**Run 1: routed clock nets over the placement**

Bar = 50 um.
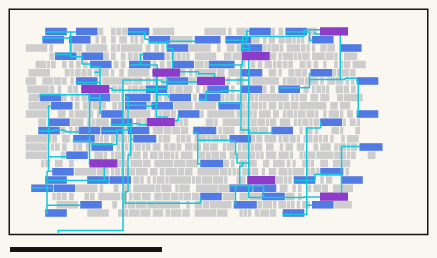
**Run 1: placement density heat map**

14 x 7 tiles, from white (low) to dark blue (high), 0 to 100% covered.
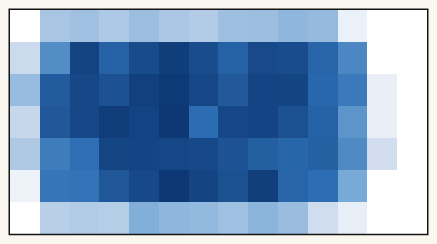
**Run 1: pin placement**

Pins as bars across the die edge, other pins in gray.
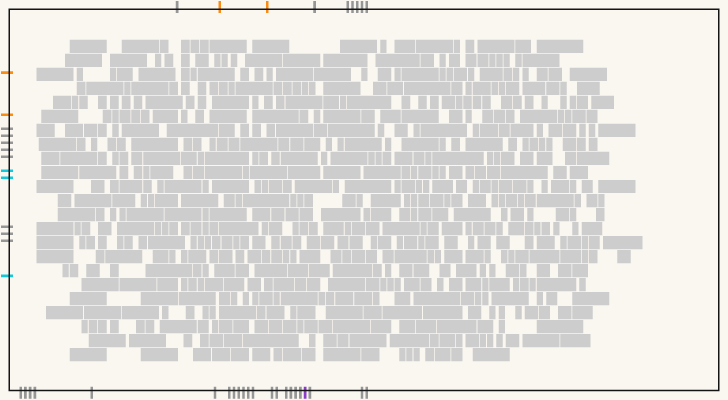
**config.mk**
```make
export PLATFORM = sky130hd
export DESIGN_NAME = time_entry_fsm
export DESIGN_NICKNAME = d
export VERILOG_FILES = /design/src/rtl/time_entry_fsm_pkg.sv /design/src/rtl/time_entry_fsm_entry_timer.sv /design/src/rtl/time_entry_fsm.sv
export SDC_FILE = /design/constraint.sdc
export NUM_CORES = 1
export LEC_CHECK = 0
export ABC_AREA = 1
export CORE_ASPECT_RATIO = 0.5
export CORE_MARGIN = 5
export CORE_UTILIZATION = 45
export CTS_CLUSTER_DIAMETER = 40
export DETAILED_ROUTE_END_ITERATION = 16
export PLACE_DENSITY = 0.72
export SYNTH_ARGS = -nofsm -noshare
export SYNTH_HDL_FRONTEND = slang
export SYNTH_SLANG_ARGS = --single-unit
```
**constraint.sdc**
```tcl
create_clock -name clk -period 1.4 [get_ports clk]
set_input_delay 0.28 -clock clk [delete_from_list [all_inputs] [get_ports clk]]
set_output_delay 0.28 -clock clk [all_outputs]
set_load 0.05 [all_outputs]
```
**src/rtl/time_entry_fsm_pkg.sv**
```systemverilog
// rtl/time_entry_fsm_pkg.sv - shared states, targets and digit positions for time entry
package time_entry_fsm_pkg;

  typedef enum logic [2:0] {
    IDLE = 3'd0,
    E_M1 = 3'd1,
    E_M0 = 3'd2,
    E_S1 = 3'd3,
    E_S0 = 3'd4,
    E_CR = 3'd5
  } state_t;

  typedef enum logic {
    TGT_TIME  = 1'b0,
    TGT_ALARM = 1'b1
  } target_t;

  localparam int NUM_DIGITS = 4;
  localparam logic [1:0] POS_M1 = 2'd0;
  localparam logic [1:0] POS_M0 = 2'd1;
  localparam logic [1:0] POS_S1 = 2'd2;
  localparam logic [1:0] POS_S0 = 2'd3;

  function automatic state_t next_entry(input state_t s);
    case (s)
      E_M1:    return E_M0;
      E_M0:    return E_S1;
      E_S1:    return E_S0;
      E_S0:    return E_CR;
      default: return IDLE;
    endcase
  endfunction

  // Tens positions only take 0-5 so minutes and seconds stay below 60
  function automatic logic is_tens(input state_t s);
    return (s == E_M1) || (s == E_S1);
  endfunction

endpackage

```
**src/rtl/time_entry_fsm_entry_timer.sv**
```systemverilog
// rtl/time_entry_fsm_entry_timer.sv - inactivity counter raising expire after TMO_CYCLES idle cycles
module entry_timer #(
  parameter int unsigned TMO_CYCLES = 36_000_000
) (
  input  logic clk,
  input  logic rst,
  input  logic clear,
  input  logic enable,
  output logic expire
);
  import time_entry_fsm_pkg::*;

  localparam logic [31:0] LAST = TMO_CYCLES - 32'd1;

  logic [31:0] cnt;

  assign expire = (TMO_CYCLES != 0) && enable && !clear && (cnt == LAST);

  always_ff @(posedge clk) begin
    if (rst || clear || !enable) begin
      cnt <= 32'd0;
    end else if (TMO_CYCLES != 0) begin
      cnt <= cnt + 32'd1;
    end
  end

endmodule

```
**src/rtl/time_entry_fsm.sv**
```systemverilog
// rtl/time_entry_fsm.sv - keyboard-driven mm:ss entry with commit to clock or alarm
module time_entry_fsm #(
  parameter int unsigned TMO_CYCLES = 36_000_000
) (
  input  logic       clk,
  input  logic       rst,
  input  logic [7:0] charData,
  input  logic       det_esc,
  input  logic       det_cr,
  input  logic       det_num,
  input  logic       det_num0to5,
  input  logic       det_A,
  input  logic       det_L,
  input  logic       det_N,
  input  logic       det_S,
  input  logic       det_atSign,
  output logic [3:0] dig_m1,
  output logic [3:0] dig_m0,
  output logic [3:0] dig_s1,
  output logic [3:0] dig_s0,
  output logic       ld_time,
  output logic       ld_alarm,
  output logic       run_en,
  output logic       alarm_en,
  output logic       led_sel,
  output logic       entry_active,
  output logic [2:0] entry_pos
);
  import time_entry_fsm_pkg::*;

  state_t     state;
  target_t    target;
  logic [3:0] shadow [NUM_DIGITS];
  logic       in_entry;
  logic       idle_start;
  logic       take_digit;
  logic       tmr_expire;

  assign in_entry     = (state != IDLE);
  assign entry_active = in_entry;
  assign idle_start   = !in_entry && !det_esc && !det_cr && !det_num && (det_A || det_L);
  assign take_digit   = in_entry && !det_esc && !det_cr && (state != E_CR) &&
                        (is_tens(state) ? det_num0to5 : det_num);

  entry_timer #(.TMO_CYCLES(TMO_CYCLES)) u_timer (
    .clk    (clk),
    .rst    (rst),
    .clear  (idle_start || take_digit),
    .enable (in_entry),
    .expire (tmr_expire)
  );

  always_ff @(posedge clk) begin
    if (rst) begin
      state     <= IDLE;
      target    <= TGT_TIME;
      shadow    <= '{default: 4'd0};
      dig_m1    <= 4'd0;
      dig_m0    <= 4'd0;
      dig_s1    <= 4'd0;
      dig_s0    <= 4'd0;
      ld_time   <= 1'b0;
      ld_alarm  <= 1'b0;
      run_en    <= 1'b0;
      alarm_en  <= 1'b0;
      led_sel   <= 1'b0;
      entry_pos <= 3'd0;
    end else begin
      ld_time  <= 1'b0;
      ld_alarm <= 1'b0;
      if (!in_entry) begin
        // Escape and digits outrank the control keys but do nothing while idle
        if (det_esc) begin
        end else if (det_cr) begin
          run_en <= 1'b0;
        end else if (det_num) begin
        end else if (idle_start) begin
          state     <= E_M1;
          target    <= det_L ? TGT_TIME : TGT_ALARM;
          entry_pos <= 3'd0;
        end else if (det_S) begin
          run_en <= 1'b1;
        end else if (det_N) begin
          led_sel <= ~led_sel;
        end else if (det_atSign) begin
          alarm_en <= ~alarm_en;
        end
      end else if (det_esc || (det_cr && state != E_CR)) begin
        state     <= IDLE;
        entry_pos <= 3'd0;
      end else if (det_cr) begin
        dig_m1    <= shadow[POS_M1];
        dig_m0    <= shadow[POS_M0];
        dig_s1    <= shadow[POS_S1];
        dig_s0    <= shadow[POS_S0];
        ld_time   <= (target == TGT_TIME);
        ld_alarm  <= (target == TGT_ALARM);
        state     <= IDLE;
        entry_pos <= 3'd0;
      end else if (tmr_expire) begin
        state     <= IDLE;
        entry_pos <= 3'd0;
      end else if (take_digit) begin
        shadow[entry_pos[1:0]] <= charData[3:0];
        entry_pos              <= entry_pos + 3'd1;
        state                  <= next_entry(state);
      end
    end
  end

endmodule

```
==> results_dict.tcl, run 1 <==
# place-and-route summary
set metrics [dict create \
    yosysTopAreaCellShare_pct 41.7 \
    overflow 0 \
    avgSynthCellArea_um2 7.23 \
    cp-start-kind "flip-flop" \
    rr_worst_depth 9 \
    cts_root_buffer "clkbuf_16" \
    diodes 0 \
    synth_cell_types 33 \
    slew_viol_final 0 \
    hold_class "reg2reg" \
    p_leak_nw 2.28 \
    warnings 36 \
    grt_pass1_wl_mm 17.3 \
    outcome "finished, violations left" \
    htreeDepth 3 \
    crit_required_ps 1650 \
    dp_slack_ps -502 \
    synth_flops 76 \
    finalPower_mw 6.81 \
    routedWlPerCell_um 15.6 \
    crit_chain "ha_4, nand2_4, nor3_4, nand4_1, nand4_1, buf_4, nand4_1, nand2_1, nor2_1" \
    worstPathMaxFanout 4 \
    finalSetupViolations 58 \
    hold_path_depth 1 \
    syn_inst 505 \
    violations "setup timing" \
    syn2layout_area_growth_pct 60.2 \
    yosysCellCount 505 \
    relSlewSlack_pct 74.5 \
    syn_area_um2 3650 \
    setup_slack_ps -271 \
    numCtsBuffers 9 \
    top_cells_by_count "86 x nand2_1, 76 x dfxtp_1, 67 x inv_1" \
    crit_path_frequent_cell "nand4_1" \
    dp_hpwl_mm 6.71 \
    fin_crit_sh_pct 119 \
    hold_viol_final 0 \
    initialDrtViolationCount 287 \
    nNetsFinal 665 \
    end_kind "flip-flop" \
    r2r_start "u_timer.cnt[1]" \
    edf_count 0 \
    clockBufferDepth 2 \
    drcViolationCount 0 \
    top_cell "nand2_1" \
    antenna_left 0 \
    path_clk_slew_ps 60 \
    vias_per_cell 5.27 \
    floorplan.nets 529 \
    cts_tree "done" \
    grt_max_degree 23 \
    ys_chip_area_um2 3650 \
    hold_path.startpoint "u_timer.cnt[0]" \
    rsz0062_at_grt "true" \
    fmax_ghz 0.598 \
    die-area_um2 10100 \
    tightest_slew_ps 379 \
    min_to "u_timer.cnt[0]" \
    crit_buf_inv 1 \
]
Notes on 'routed clock nets over the placement' above:
clock wires -> cyan  # length 1080 um
flip-flops -> blue  # count 76
clock-net drivers -> purple  # count 9
routed clock nets = 10
clock network power share: 35.1%
Latency at later pin: 340 ps

Notes on 'placement density heat map' above:
emptiest ninth of the die = lower right
densest ninth of the die = center
fullest tile = 97%
FP Core Util: 46.0%
core area: 7940 um2
final core occ: 73.6%

Notes on 'pin placement' above:
entry_pos -> cyan  # pins 3, direction output, edge left
rst -> purple  # pins 1, direction input, edge bottom
dig_s0 -> orange  # pins 4, direction output, edge 2 top, 2 left
Die W: 137 um
Die H: 73.7 um
I/O Buffers: 39

-- run 1: cell usage in the layout, fill, tap and decap left out, drive strengths merged --
cell           synthesis  routed
and3                   1       1
xor2                   7       7
o21a                   1       1
nor3                  16      16
inv                   69      69
ha                     5       5
dfxtp                 76      76
a31oi                  1       1
o21ai                 27      27
or2                   10      10
a21oi                 57      57
nand3                 42      42
clkbuf                 6      13
clkdlybuf4s50          0      14
nor3b                  7       7
bufinv                 0       1
xnor2                  2       2
clkinv                 0       4
nor2                  63      63
buf                    6     121
nor4                   1       1
nand2                 93      93
nand4                 15      15
-- run 1: metal layers --
metal / vias up / track usage, % / wire [um]
met2: 161 / 39.6 / 5980
met1: 1861 / 24.7 / 4760
met5: - / 0 / 0
met4: 0 / 11.2 / 473
li1: 1922 / - / -
met3: 53 / 5.06 / 620
-- run 1: registers in the layout, indices dropped and copies added, names as in the netlist --
name,flops
dig_s0,4
led_sel,1
ld_time,1
dig_s1,4
dig_m1,4
entry_pos,3
state,3
dig_m0,4
shadow,16
ld_alarm,1
u_timer.cnt,32
run_en,1
alarm_en,1
target,1
-- run 1: worst max path at each step --
stage / from / to / cells past startpoint / slack, ps
after CTS: u_timer.cnt[0] / state[1] / 9 / -150
final: u_timer.cnt[1] / entry_pos[2] / 9 / -270
after detailed placement: det_num / entry_pos[0] / 9 / -500
after global placement: det_num / entry_pos[0] / 9 / -420
after floorplan: state[2] / state[1] / 10 / -70
after global routing: u_timer.cnt[1] / u_timer.cnt[28] / 9 / -350
-- run 1: power breakdown --
group	switching (mW)	internal [mW]
Combinational	1.07	0.964
Sequential	0.117	2.27
Clock	0.954	1.44
-- run 1: timing repair --
item,4_1_cts,5_1_grt
setup buffers,8,5
endpoints found under the setup margin,57,74
pin swaps,13,14
hold buffers,0,0
gates cloned,2,3
gates resized,44,44
-- run 1: layout make-up --
type	count	area, um2
fillers	533	2090
multi-input cells	348	2050
flip-flops and latches	76	1550
repair buffers	137	1540
inverters	69	264
clock buffers	11	243
well taps	112	140
clock inverters	5	61.3
-- run 1: per-stage QoR --
step	instance area, um2	util (%)	cells	hold WS [ps]
floorplan	3690	-	505	369
global placement	5030	63.4	724	433
detailed placement	5030	63.4	724	439
CTS	5610	70.7	750	447
global route	5850	73.6	758	452
finish	5850	73.6	758	451
-- run 1: logic make-up (layout without fill, tap and decap cells) --
logic type	after synthesis	in the layout	share of synthesized area [%]
simple gates	248	248	33.8
buf+inv	81	222	8.67
flops	76	76	41.7
fa+ha+maj	5	5	1.71
xor+xnor	9	9	2.16
compound gates	86	86	12.0
**Run 1: met3 routing**

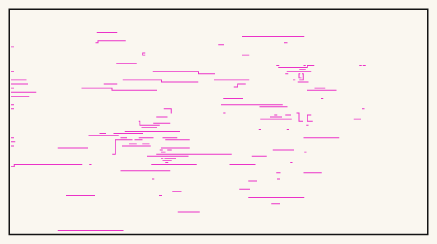

==> inputs of run 2 (changes only) <==
--- a/config.mk
+++ b/config.mk
@@ -11,7 +11,8 @@
 export CORE_UTILIZATION = 45
 export CTS_CLUSTER_DIAMETER = 40
 export DETAILED_ROUTE_END_ITERATION = 16
-export PLACE_DENSITY = 0.72
+export DONT_BUFFER_PORTS = 1
+export PLACE_DENSITY = 0.65
 export SYNTH_ARGS = -nofsm -noshare
 export SYNTH_HDL_FRONTEND = slang
 export SYNTH_SLANG_ARGS = --single-unit
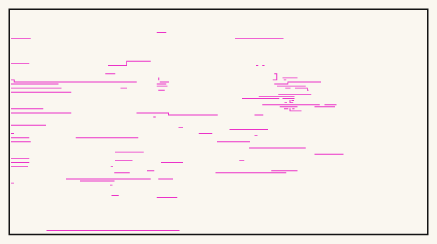
**Above:** run 2 (met3 routing).
nets with wire on the layer = 59
longest straight run = 43.5 um
main direction = horizontal
wire length on this layer = 610 um
share of all routed wire = 5.6%
total wire length: 10.9 mm
Vias: 3796
met3 GRT Util: 5.88%

==> results_dict.tcl, run 2 <==
# place-and-route summary
set metrics [dict create \
    relSlewSlack_pct 62.9 \
    hold_path_depth 1 \
    pwr-share-seq_pct 37.2 \
    routedWlPerCell_um 15.0 \
    end_kind "flip-flop" \
    violations "setup timing" \
    grt_max_degree 21 \
    top_regs "u_timer.cnt (32), shadow (16)" \
    largest_register_ff_count 32 \
    rr_worst_depth 8 \
    yosysTopAreaCellShare_pct 41.7 \
    cts_root_buffer "clkbuf_16" \
    mostFrequentLayoutCells "84 x buf_4, 65 x dfxtp_1, 60 x nand2_1" \
    p_leak_nw 2.08 \
    core-area_um2 7940 \
    floorplan.nets 529 \
    top_cells_by_count "86 x nand2_1, 76 x dfxtp_1, 67 x inv_1" \
    fin_hold_ws_ps 15.7 \
    dp_slack_ps -184 \
    regMostFlops "u_timer.cnt" \
    worstPathMaxFanout 5 \
    finalPower_mw 6.54 \
    syn_inst 505 \
    path_clk_slew_ps 60 \
    slew_viol_final 0 \
    initCoreUtil_pct 46.0 \
    final_common_cell "buf_4" \
    vias_per_cell 5.20 \
    outcome "finished, violations left" \
    synth_cell_types 33 \
    cts_tree "done" \
    avgSynthCellArea_um2 7.23 \
    crit_required_ps 1630 \
    setup_slack_ps -250 \
    cp-start-kind "flip-flop" \
    swShare_pct 33.0 \
    antenna_left 0 \
    fin_crit_sh_pct 118 \
    finalSetupViolations 58 \
    syn_area_um2 3650 \
    p_comb_share_pct 30.4 \
    htreeDepth 3 \
    ys_chip_area_um2 3650 \
    yosysCellCount 505 \
    warnings 36 \
    fin_cells 730 \
    die-area_um2 10100 \
    rsz0062_at_grt "true" \
    top_cell "nand2_1" \
    grt_pass1_wl_mm 16.2 \
    place_area_um2 4400 \
    die_h_um 73.7 \
    p_switching_mw 2.16 \
    hold_class "in2reg" \
    numCtsBuffers 9 \
    syn2layout_area_growth_pct 51.9 \
]
-- run 2: repair_timing --
action,in CTS,in global routing
cloned,4,1
setup endpoints to repair,57,68
gates resized,53,112
pin swaps,27,39
setup buffers,12,10
hold endpoints to repair,4,6
hold buffers,5,1
-- run 2: power by group through the flow --
stage	Clock [mW]	Sequential [mW]	Combinational (mW)
final	2.12	2.43	1.99
after CTS	2.17	2.43	1.60
after global placement	0	2.46	1.09
after detailed placement	0	2.46	1.10
after floorplan	0	2.47	0.715
after global routing	2.26	2.44	2.10
-- run 2: cell type report --
cell class | instances | area (um2)
inverters | 69 | 267
repair buffers | 109 | 1010
multi-input cells | 348 | 2320
fillers | 580 | 2400
well taps | 112 | 140
flip-flops and latches | 76 | 1540
clock inverters | 5 | 37.5
clock buffers | 11 | 233
-- run 2: metal layers --
layer	vias to the layer above	track usage (%)	share of wire [%]
li1	1873	-	-
met1	1777	26.0	44
met2	121	34.2	49
met3	25	5.88	5.6
met4	0	6.42	1.9
met5	-	0	0
-- run 2: final timing paths --
kind                                     start        endpoint
worst max register to register  u_timer.cnt[5]        state[0]
worst min register to register  u_timer.cnt[0]  u_timer.cnt[0]
worst min-delay path                       rst         ld_time
worst max-delay path            u_timer.cnt[5]        state[0]
-- run 2: critical path, stage by stage (launching register included) --
cell	delay [ps]
dfxtp_1	410
nand3_1	180
nor3_4	230
nand4_1	140
nand4_1	220
buf_4	170
nand3_2	80
nand2_2	80
a21oi_2	30
-- run 2: cell families (layout without fill, tap and decap cells) --
group,count (synthesis),in the layout,synth area share [%]
simple gates,248,248,33.8
compound gates,86,86,12.0
buf+inv,81,194,8.67
flops,76,76,41.7
xor+xnor,9,9,2.16
fa+ha+maj,5,5,1.71
No activity file was given, so power comes from the tool's default toggle rates.
